$ cat src/rtl/boss_ctrl_pkg.sv
// Shared types and constants for the boss encounter controller.
// BOSS_CTRL_LFSR_EN enables random re-patrol; its seed and taps live here.
package boss_ctrl_pkg;

  typedef enum logic [2:0] {
    S_IDLE    = 3'd0,
    S_SPAWN   = 3'd1,
    S_HOLD    = 3'd2,
    S_PATROL  = 3'd3,
    S_FLYDOWN = 3'd4,
    S_RISE    = 3'd5,
    S_DONE    = 3'd6
  } state_t;

  localparam logic [8:0] HOLD_BASE    = 9'd120;
  localparam logic [8:0] PATROL_BASE  = 9'd240;
  localparam logic [8:0] FLY_TIMEOUT  = 9'd120;
  localparam logic [8:0] RISE_TIMEOUT = 9'd300;

  localparam logic [7:0] LFSR_SEED = 8'hA5;
  localparam logic [7:0] LFSR_TAPS = 8'b1011_1000;

  // medium wins over hard; 3/4 is built as 1/2 + 1/4
  function automatic logic [8:0] dur(
    input logic [8:0] base,
    input logic       hard,
    input logic       med
  );
    if (med)
      dur = (base >> 1) + (base >> 2);
    else if (hard)
      dur = base >> 1;
    else
      dur = base;
  endfunction

endpackage

$ cat src/rtl/boss_ctrl_timer.sv
// Shared 9-bit frame down-counter for the boss controller.
// Loads a value, counts to 0 and saturates there.
module boss_ctrl_timer (
  input  logic       frame_clk,
  input  logic       Reset,
  input  logic       i_load,
  input  logic [8:0] i_val,
  output logic       o_expired
);

  logic [8:0] r_cnt;

  always_ff @(posedge frame_clk or posedge Reset) begin
    if (Reset)
      r_cnt <= 9'd0;
    else if (i_load)
      r_cnt <= i_val;
    else if (r_cnt != 9'd0)
      r_cnt <= r_cnt - 9'd1;
  end

  assign o_expired = (r_cnt == 9'd0);

endmodule

$ cat src/rtl/boss_controller.sv
// Boss encounter sequencer, Moore FSM clocked once per frame.
// Optional BOSS_CTRL_LFSR_EN adds up to two random PATROL repeats.
module boss_controller
  import boss_ctrl_pkg::*;
(
  input  logic       Reset,
  input  logic       frame_clk,
  input  logic       start,
  input  logic [2:0] difficulty,
  input  logic       hit_top,
  input  logic       hit_bottom,
  input  logic       beat_Boss,
  output logic       spawn,
  output logic       hold,
  output logic       back_and_forth,
  output logic       flydown,
  output logic       rise,
  output logic       Boss_exists,
  output logic       boss_done,
  output logic [2:0] state_code
);

  state_t     r_state;
  state_t     w_nxt;
  logic       r_first;
  logic       w_load;
  logic [8:0] w_ld_val;
  logic       w_exp;
  logic [8:0] w_hold_n;
  logic [8:0] w_pat_n;
  logic       w_active;
  logic       w_unused;

  assign w_unused = difficulty[0];
  assign w_hold_n = dur(HOLD_BASE, difficulty[2], difficulty[1]) - 9'd1;
  assign w_pat_n  = dur(PATROL_BASE, difficulty[2], difficulty[1]) - 9'd1;
  assign w_active = (r_state == S_HOLD) || (r_state == S_PATROL) ||
                    (r_state == S_FLYDOWN) || (r_state == S_RISE);

  boss_ctrl_timer u_timer (
    .frame_clk (frame_clk),
    .Reset     (Reset),
    .i_load    (w_load),
    .i_val     (w_ld_val),
    .o_expired (w_exp)
  );

`ifdef BOSS_CTRL_LFSR_EN
  logic [7:0] r_lfsr;
  logic [1:0] r_repat;
  logic       w_repat;

  always_ff @(posedge frame_clk or posedge Reset) begin
    if (Reset) begin
      r_lfsr  <= LFSR_SEED;
      r_repat <= 2'd0;
    end else begin
      r_lfsr <= {r_lfsr[6:0], ^(r_lfsr & LFSR_TAPS)};
      if (r_state == S_HOLD)
        r_repat <= 2'd0;
      else if (w_repat)
        r_repat <= r_repat + 2'd1;
    end
  end
`endif

  always_comb begin
    w_nxt    = r_state;
    w_load   = 1'b0;
    w_ld_val = 9'd0;
`ifdef BOSS_CTRL_LFSR_EN
    w_repat  = 1'b0;
`endif
    if (w_active && beat_Boss) begin
      w_nxt = S_DONE;
    end else if (w_active && !start) begin
      w_nxt = S_IDLE;
    end else begin
      case (r_state)
        S_IDLE:
          if (start && !beat_Boss)
            w_nxt = S_SPAWN;
        S_SPAWN: begin
          w_nxt    = S_HOLD;
          w_load   = 1'b1;
          w_ld_val = w_hold_n;
        end
        S_HOLD:
          if (w_exp) begin
            w_nxt    = S_PATROL;
            w_load   = 1'b1;
            w_ld_val = w_pat_n;
          end
        S_PATROL:
          if (w_exp) begin
`ifdef BOSS_CTRL_LFSR_EN
            if (!r_lfsr[0] && r_repat != 2'd2) begin
              w_repat  = 1'b1;
              w_load   = 1'b1;
              w_ld_val = w_pat_n;
            end else begin
              w_nxt    = S_FLYDOWN;
              w_load   = 1'b1;
              w_ld_val = FLY_TIMEOUT - 9'd1;
            end
`else
            w_nxt    = S_FLYDOWN;
            w_load   = 1'b1;
            w_ld_val = FLY_TIMEOUT - 9'd1;
`endif
          end
        // boss flags lag a frame, so the first frame's value is stale
        S_FLYDOWN:
          if (w_exp || (hit_bottom && !r_first)) begin
            w_nxt    = S_RISE;
            w_load   = 1'b1;
            w_ld_val = RISE_TIMEOUT - 9'd1;
          end
        S_RISE:
          if (w_exp || (hit_top && !r_first)) begin
            w_nxt    = S_HOLD;
            w_load   = 1'b1;
            w_ld_val = w_hold_n;
          end
        S_DONE:
          if (!start)
            w_nxt = S_IDLE;
        default:
          w_nxt = S_IDLE;
      endcase
    end
  end

  always_ff @(posedge frame_clk or posedge Reset) begin
    if (Reset) begin
      r_state        <= S_IDLE;
      r_first        <= 1'b0;
      spawn          <= 1'b0;
      hold           <= 1'b0;
      back_and_forth <= 1'b0;
      flydown        <= 1'b0;
      rise           <= 1'b0;
      Boss_exists    <= 1'b0;
      boss_done      <= 1'b0;
      state_code     <= 3'd0;
    end else begin
      r_state        <= w_nxt;
      r_first        <= (w_nxt != r_state);
      spawn          <= (w_nxt == S_SPAWN);
      hold           <= (w_nxt == S_HOLD);
      back_and_forth <= (w_nxt == S_PATROL);
      flydown        <= (w_nxt == S_FLYDOWN);
      rise           <= (w_nxt == S_RISE);
      Boss_exists    <= (w_nxt == S_HOLD) || (w_nxt == S_PATROL) ||
                        (w_nxt == S_FLYDOWN) || (w_nxt == S_RISE);
      boss_done      <= (w_nxt == S_DONE);
      state_code     <= w_nxt;
    end
  end

endmodule

$ cat config.mk
export PLATFORM = sky130hd
export DESIGN_NAME = boss_controller
export DESIGN_NICKNAME = d
export VERILOG_FILES = /design/src/rtl/boss_ctrl_pkg.sv /design/src/rtl/boss_ctrl_timer.sv /design/src/rtl/boss_controller.sv
export SDC_FILE = /design/constraint.sdc
export NUM_CORES = 1
export LEC_CHECK = 0
export CORE_MARGIN = 5
export CORE_UTILIZATION = 49
export DETAILED_ROUTE_END_ITERATION = 8
export PLACE_DENSITY = 0.74
export SLEW_MARGIN = 30
export SYNTH_ARGS = -nofsm -noshare
export SYNTH_HDL_FRONTEND = slang
export SYNTH_HIERARCHICAL = 1
export SYNTH_SLANG_ARGS = --single-unit
$ cat constraint.sdc
create_clock -name frame_clk -period 2.91 [get_ports frame_clk]
set_input_delay 0.291 -clock frame_clk [delete_from_list [all_inputs] [get_ports frame_clk]]
set_output_delay 0.291 -clock frame_clk [all_outputs]
set_load 0.1 [all_outputs]
==> Changelog: implementation, run 1 <==
### Physical design

- Flops after synth: 20
- FFs w/ async S/R, synth: 100%
- Worst path slowest cell: or4b_1
- Non-filler cells, final: 216
- CP required: about 3.1 ns
- GPL Wtd Cong: between 0.8 and 0.9
- Placed inst area: 1590 um2
- Largest buffer count on any clock path: 2
- DP Cell Count: 210
- Pre-CTS WS: 0.153 ns
- Final min period: around 2.7 ns
- Area growth syn-to-layout: 17.9%
- Top cell excl fill/tap: dfrtp_1
- First-pass GRT wire length: 5710 um
- Post-Syn Area: 1410 um2
- Drt drc: 0
- Post-route ant nets: 0
- CTS Buf Count: 3
- Chip Area: between 4000 and 5000 um2
- Most common logic cells in the final layout: 20 x dfrtp_1, 17 x buf_4, 13 x inv_1, 13 x nor2_1, 12 x nand2_1
- Cell area leaders: dfrtp_1 36%, o21ai_0 3.9%, a21oi_1 3.6%
- Max-slew violation count: 0
- Critical Path, Cell by Cell: inv_1 -> ha_1 -> or4b_1 -> nor2_1 -> buf_4 -> nor2b_1 -> nand2_1 -> or3_1 -> a31oi_1 -> nand2_1 -> o31ai_1
- GR Overflow Total: 0
- Crit-path most repeated cell: nand2_1
- Warning total across the stage logs: 28
- Synthesis Warnings: 6
- Worst Setup SP: u_timer/r_cnt[0]
- Yosys top cell by area: dfrtp_1
- IO buf count: 17
- Worst-path clk slew: 0.12 ns
- Post-Route Setup TNS: 0 ns
- Post-DR vias/cell: a little over 6
- Crit. End Element: flip-flop
- RSZ-0062 raised after global routing: false
- Critical path peak fanout: 12
- Worst path arrival time: 2.93 ns
- Commonest cells in the netlist: 20 x dfrtp_1, 13 x inv_1, 13 x nor2_1, 12 x nand2_1, 11 x o21ai_0
- Fin worst setup slack: ~0.21 ns
- Drt wl/cell: 15.5 um
- Tcrit/Tclk final: 92.8%
- Clk ins delay skew pair: 0.31 ns
- Rel. slew slack: between 50% and 60%
- Outcome: completed
- Maxcap violations: 0
- Detailed Place HPWL: 2550 um
- Final #Nets: 198
- Startpoint types: flip-flop
- Ys cells: roughly 160
- R2r startpoint: u_timer/r_cnt[0]
- Sequential area share after synthesis: around 36%
- CTS tree: built
- Post-Syn Instances: 164
- Cell row count: 19
- Largest net degree at the start of global routing: 20
- Chip Area, Yosys: 1410 um2
- Worst path bufs/invs: 2
- Vias in the first global route: 1306
- Slew @ Worst Pin: 0.697 ns
- Die Y: ~64 um
- Total GRT Usage: between 10% and 20%
- CTS resizes: 0
- Worst hold-check path type: input port to async pin
- Final setup vio count: 0
- Core footprint: 2760 um2
- Antenna cells: 0
- Synth top cell by count: dfrtp_1
- Starting DRT DRC Count: 155
- Cts-stage hold buffer count: 0
- Worst hold slack: 0.259 ns
- Top cell area share: 35.6%
- Clk_skew: 0.00798 ns
- Initial antenna violation count: 0
- Mean post-synth cell area: 8.58 um2
- Chip width: roughly 64 um
- Prevailing post-synth register cell: dfrtp_1
- Drt pass-1 iters: 4
- CTS root buf: clkbuf_4
- CP top delay family: simple AND/OR/NAND/NOR gates
- EDFF count, synth: 0
- Layout cells sized above 1: 16.2%
- CTS sink cnt: 20
- Fin. Hold Viols: 0
- Worst Setup Path Type: flip-flop to flip-flop
- Synth Net Count: 176
- Unique cell types: 54
- Max Fclk: 370 MHz
- # H-tree levels: 1
- IO Pins: 19
- Pre-placement core utilization: 51.0%
- Max stage delay on crit path: approximately 0.46 ns
run 1: path summary, 6_finish.rpt:
kind,to,slack [ns],cells after the start
max reg2reg,u_timer/r_cnt[3],0.21,11
min in group frame_clk,u_timer/r_cnt[8],0.64,2
max,u_timer/r_cnt[3],0.21,11
max in group asynchronous,Boss_exists,2.36,2
min reg2reg,u_timer/r_cnt[8],0.64,2
min,u_timer/r_cnt[0],0.26,2
run 1: registers in the layout (all words and copies together), names as in the netlist:
name	count
spawn	1
rise	1
Boss_exists	1
back_and_forth	1
r_state	3
flydown	1
r_first	1
u_timer/r_cnt	9
boss_done	1
hold	1
run 1: logic make-up (layout without fill, tap and decap cells):
| family | Yosys count | count (layout) | share of synthesized area (%) |
|---|---|---|---|
| AND-OR/OR-AND | 52 | 52 | 27.1 |
| adder cells (fa/ha/maj) | 3 | 3 | 2.67 |
| buffers and inverters | 20 | 41 | 6.13 |
| flip-flops | 20 | 20 | 35.6 |
| AND/OR/NAND/NOR | 66 | 66 | 26.7 |
| XOR/XNOR | 3 | 3 | 1.87 |
run 1: timing repair:
action	in CTS	in global routing
buffers inserted	0	2
hold endpoints to repair	0	0
setup endpoints to repair	0	1
run 1: metal layers:
| layer | share of wire, % | up-vias | routed length (um) | global-route usage (%) |
|---|---|---|---|---|
| met3 | 5.8 | 8 | 194 | 4.62 |
| met5 | 0 | - | 0 | 0 |
| met2 | 51 | 51 | 1700 | 28.8 |
| met1 | 41 | 633 | 1390 | 20.8 |
| li1 | - | 644 | - | - |
| met4 | 2.2 | 0 | 73 | 5.71 |
run 1: layout make-up:
class                   instances  area (um2)
multi-input cells             124         821
inverters                      13        48.8
flip-flops and latches         20         500
well taps                      31        38.8
repair buffers                 24         198
clock buffers                   3        22.5
clock inverters                 1        30.0
fillers                       239        1100
Run 1, cell classes on the final placement:
Fill, decap, tap and diode cells in grey.
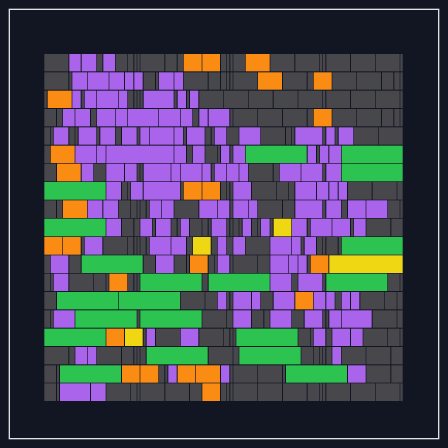
[yellow] clock drivers and dummy loads | cells: 4 | share of their area: 3.2%
[green] flip-flops | cells: 20 | share of their area: 31%
[purple] all other logic | cells: 137 | share of their area: 54%
[orange] other buffers and delay cells | cells: 24 | share of their area: 12%
sequential cell area share: 30.2%
post-route cell area: 1660 um2
final core utilization: 60.2%

Run 1, the metal 2 layer:
Cells faint in the background.
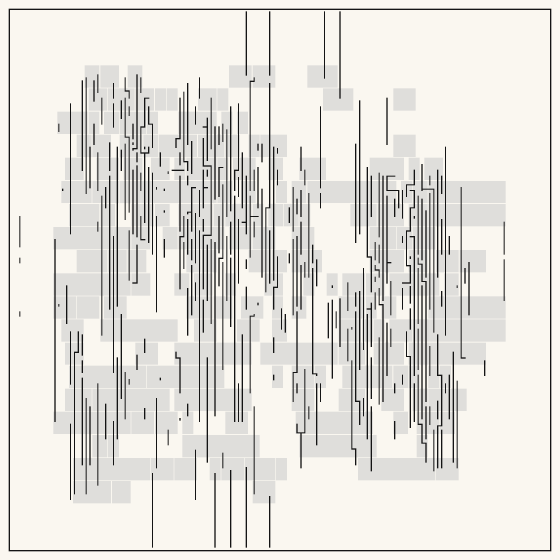
share of all routed wire: 51%
main direction: vertical
longest straight run: 26.5 um
wire length on this layer: 1700 um
nets with wire on the layer: 167
Final Routed Wirelength: 3360 um
met2 usage: 28.8%
DR vias: 1336

Run 1, met3 routing:
Scale bar: 20 um.
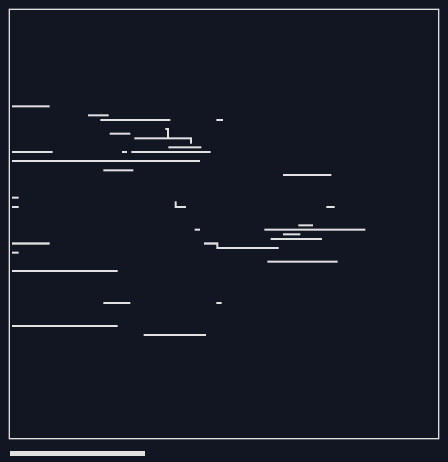
nets with wire on the layer: 27
main direction: horizontal
share of all routed wire: 5.8%
met3 Use GR: 4.62%

Run 1, port wiring:
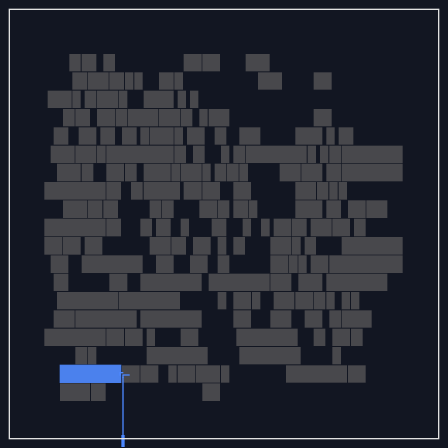

==> run 1 -> run 2 <==
Settings changed: CORE_UTILIZATION 49 to 50, PLACE_DENSITY 0.74 to 0.73, SLEW_MARGIN 30 to unset.
Clock period 2.91 ns to 2.8 ns, I/O delays scaled along.
Run 2, port wiring:
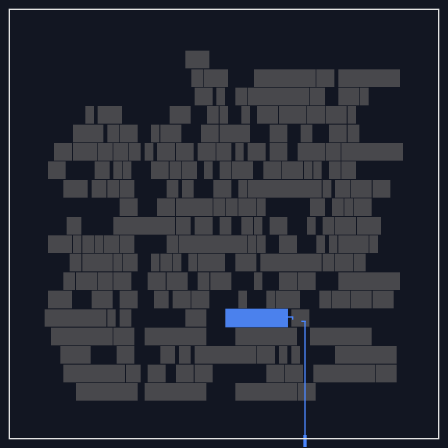
[blue] Boss_exists | bits: 1 | direction: output | end cells: 1 | wire: 18.6 um

Run 2, met3 routing:
Scale bar: 20 um.
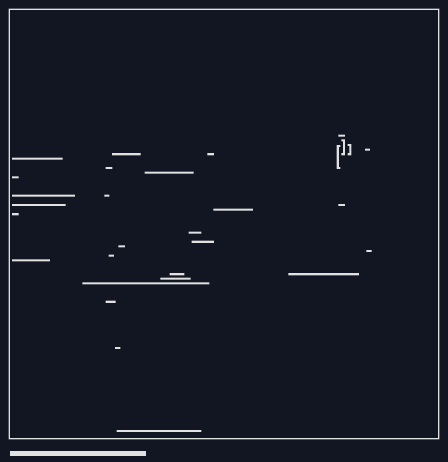
met3 Use GR: 3.55%
DR vias: 1334
Final Routed Wirelength: 3600 um

==> run 2 against run 1 <==
  * Final cell count grew 2.3%
  * Sequential cell count unchanged
  * Via count decreased by 0.15%
  * Non-clock buffer count up 5
  * Sequential share of layout area is 0.86 points lower
  * Largest cell class unchanged
==> Changelog: implementation, run 2 <==
### Physical design

- Max reg flops: 9
- Highest routed layer: met4
- IO buf count: 17
- Largest buffer count on any clock path: 2
- CP top delay family: simple AND/OR/NAND/NOR gates
- CTS sink cnt: 20
- Final #Nets: slightly above 200
- Top cell excl fill/tap: buf_4
- Metal2 WL: 1820 um
- GR Overflow Total: 0
- Synth Net Count: 176
- Cts-stage hold buffer count: 0
- Routed length on met1: 1550 um
- Clk ins delay skew pair: 0.31 ns
- Critical Path End: u_timer/r_cnt[3]
- Layout cells sized above 1: 20.0%
- Worst Setup Path Type: flip-flop to flip-flop
- Commonest cells in the netlist: 20 x dfrtp_1, 13 x inv_1, 13 x nor2_1, 12 x nand2_1, 11 x o21ai_0
- Max-slew violation count: 0
- Tcrit/Tclk final: a little over nine tenths
- Yosys top cell by area: dfrtp_1
- Most common logic cells in the final layout: 22 x buf_4, 20 x dfrtp_1, 13 x inv_1
- Ys cells: 164
- Met2 usage: 32.7%
- Total GRT Usage: 19.4%
- Detailed Place HPWL: 2770 um
- Warning total across the stage logs: 28
- Chip Area, Yosys: 1410 um2
- GRT busiest layer: met2
- Starting DRT DRC Count: 108
- Largest net degree at the start of global routing: 18
- Prevailing post-synth register cell: dfrtp_1
- Drt drc: 0
- Startpoint types: flip-flop
- CTS tree: built
- Clk_skew: 0.0103 ns
- R2r startpoint: u_timer/r_cnt[0]
- Area growth syn-to-layout: 21.3%
- R2r setup slk: between 0.1 and 0.15 ns
- Final setup vio count: 0
- Core footprint: 2730 um2
- Post-Syn Area: around 1400 um2
- # H-tree levels: 1
- Top cell area share: between 30% and 40%
- CP required: 3.01 ns
- Mean post-synth cell area: between 8 and 9 um2
- Chip Area: between 3000 and 4000 um2
- EDFF count, synth: 0
- Sequential area share after synthesis: 35.6%
- GPL Wtd Cong: 0.947
- First-pass GRT wire length: 6240 um
- Initial antenna violation count: 0
- IO Pins: 19
- Post-route ant nets: 0
- Slew @ Worst Pin: 0.687 ns
- Die Y: 63.1 um
- Pre-CTS WS: 0.106 ns
- CTS Buf Count: 3
- Worst hold slack: 0.255 ns
- Chip width: 63.1 um
- Largest Register: u_timer/r_cnt
- Pre-placement core utilization: 51.5%
- CTS root buf: clkbuf_4
- Worst path bufs/invs: 3
- Worst r2r dst: u_timer/r_cnt[3]
- Final min period: 2.69 ns
- Outcome: completed
- Unique cell types: ~54
- Maxcap violations: 0
- Post-Route Setup TNS: 0 ns
- M1 GR Usage: between 20% and 30%
- Crit. End Element: flip-flop
- Antenna cells: 0
- Synth top cell by count: dfrtp_1
- Fin. Hold Viols: 0
- Flops after synth: 20
- Biggest regs: u_timer/r_cnt: 9 flops, r_state: 3 flops
- FFs w/ async S/R, synth: 100%
- CP Depth: 12
- Max stage delay on crit path: 0.49 ns
- Post-DR vias/cell: around 6
- Critical path peak fanout: 8
- Met3 Routed Length: 111 um
- Worst path slowest cell: or4b_1
- Rel. slew slack: 53.6%
- Worst path arrival time: 2.90 ns
- FF-to-FF path depth: 12
- Post-Syn Instances: 164
- Vias in the first global route: ~1400
- Critical Path, Cell by Cell: inv_1 -> ha_1 -> or4b_1 -> nor2_2 -> buf_4 -> buf_4 -> nor2b_2 -> nand2_1 -> or3_1 -> a31oi_2 -> nand2_1 -> o31ai_1
- Worst hold-check path type: input port to async pin
- RSZ-0062 raised after global routing: false
- Drt wl/cell: ~16 um
Run 2, cell classes on the final placement:
Fill, decap, tap and diode cells in grey.
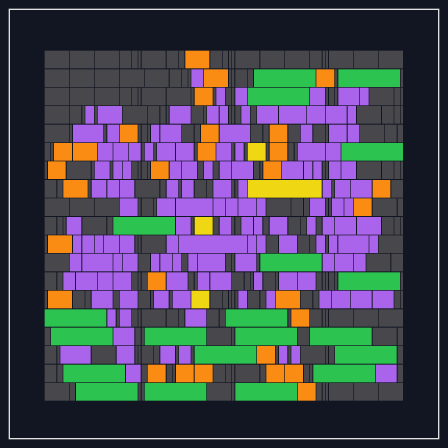
cell row count: 19
final core utilization: 62.5%
post-route cell area: 1710 um2
sequential cell area share: 29.3%

run 2: kinds of logic (layout without fill, tap and decap cells):
kind of cell / Yosys count / in the layout / share of synthesized area, %
DFF: 20 / 20 / 35.6
adders and majority gates: 3 / 3 / 2.67
buffers and inverters: 20 / 46 / 6.13
and+or+nand+nor: 66 / 66 / 26.7
xor gates and xnor gates: 3 / 3 / 1.87
AOI/OAI and AO/OA: 52 / 52 / 27.1
run 2: area by class of cell:
cell class,instances,area [um2]
Timing Repair Buffer,29,235
Multi-Input combinational cell,124,832
Tap cell,31,38.8
Fill cell,242,1030
Inverter,13,48.8
Clock inverter,1,30.0
Clock buffer,3,22.5
Sequential cell,20,500
run 2: through the flow:
step | utilization [%] | std cells
floorplan | - | 164
global placement | 59.4 | 214
detailed placement | 59.4 | 214
CTS | 61.3 | 218
global route | 62.5 | 221
finish | 62.5 | 221
run 2: how the worst min path moves through the flow:
stage | startpoint | endpoint | slack [ns] | depth (start not counted)
2_1_floorplan | Reset | u_timer/r_cnt[0] | 0.11 | 1
3_3_place_gp | Reset | u_timer/r_cnt[3] | 0.60 | 2
3_5_place_dp | Reset | u_timer/r_cnt[0] | 0.62 | 2
4_1_cts | Reset | u_timer/r_cnt[0] | 0.27 | 2
5_1_grt | Reset | u_timer/r_cnt[3] | 0.28 | 2
6_report | Reset | u_timer/r_cnt[1] | 0.25 | 2
run 2: what timing repair did:
| action | in CTS | in global routing |
|---|---|---|
| buffers inserted | 0 | 3 |
| endpoints found under the setup margin | 0 | 3 |
| resized | 0 | 2 |
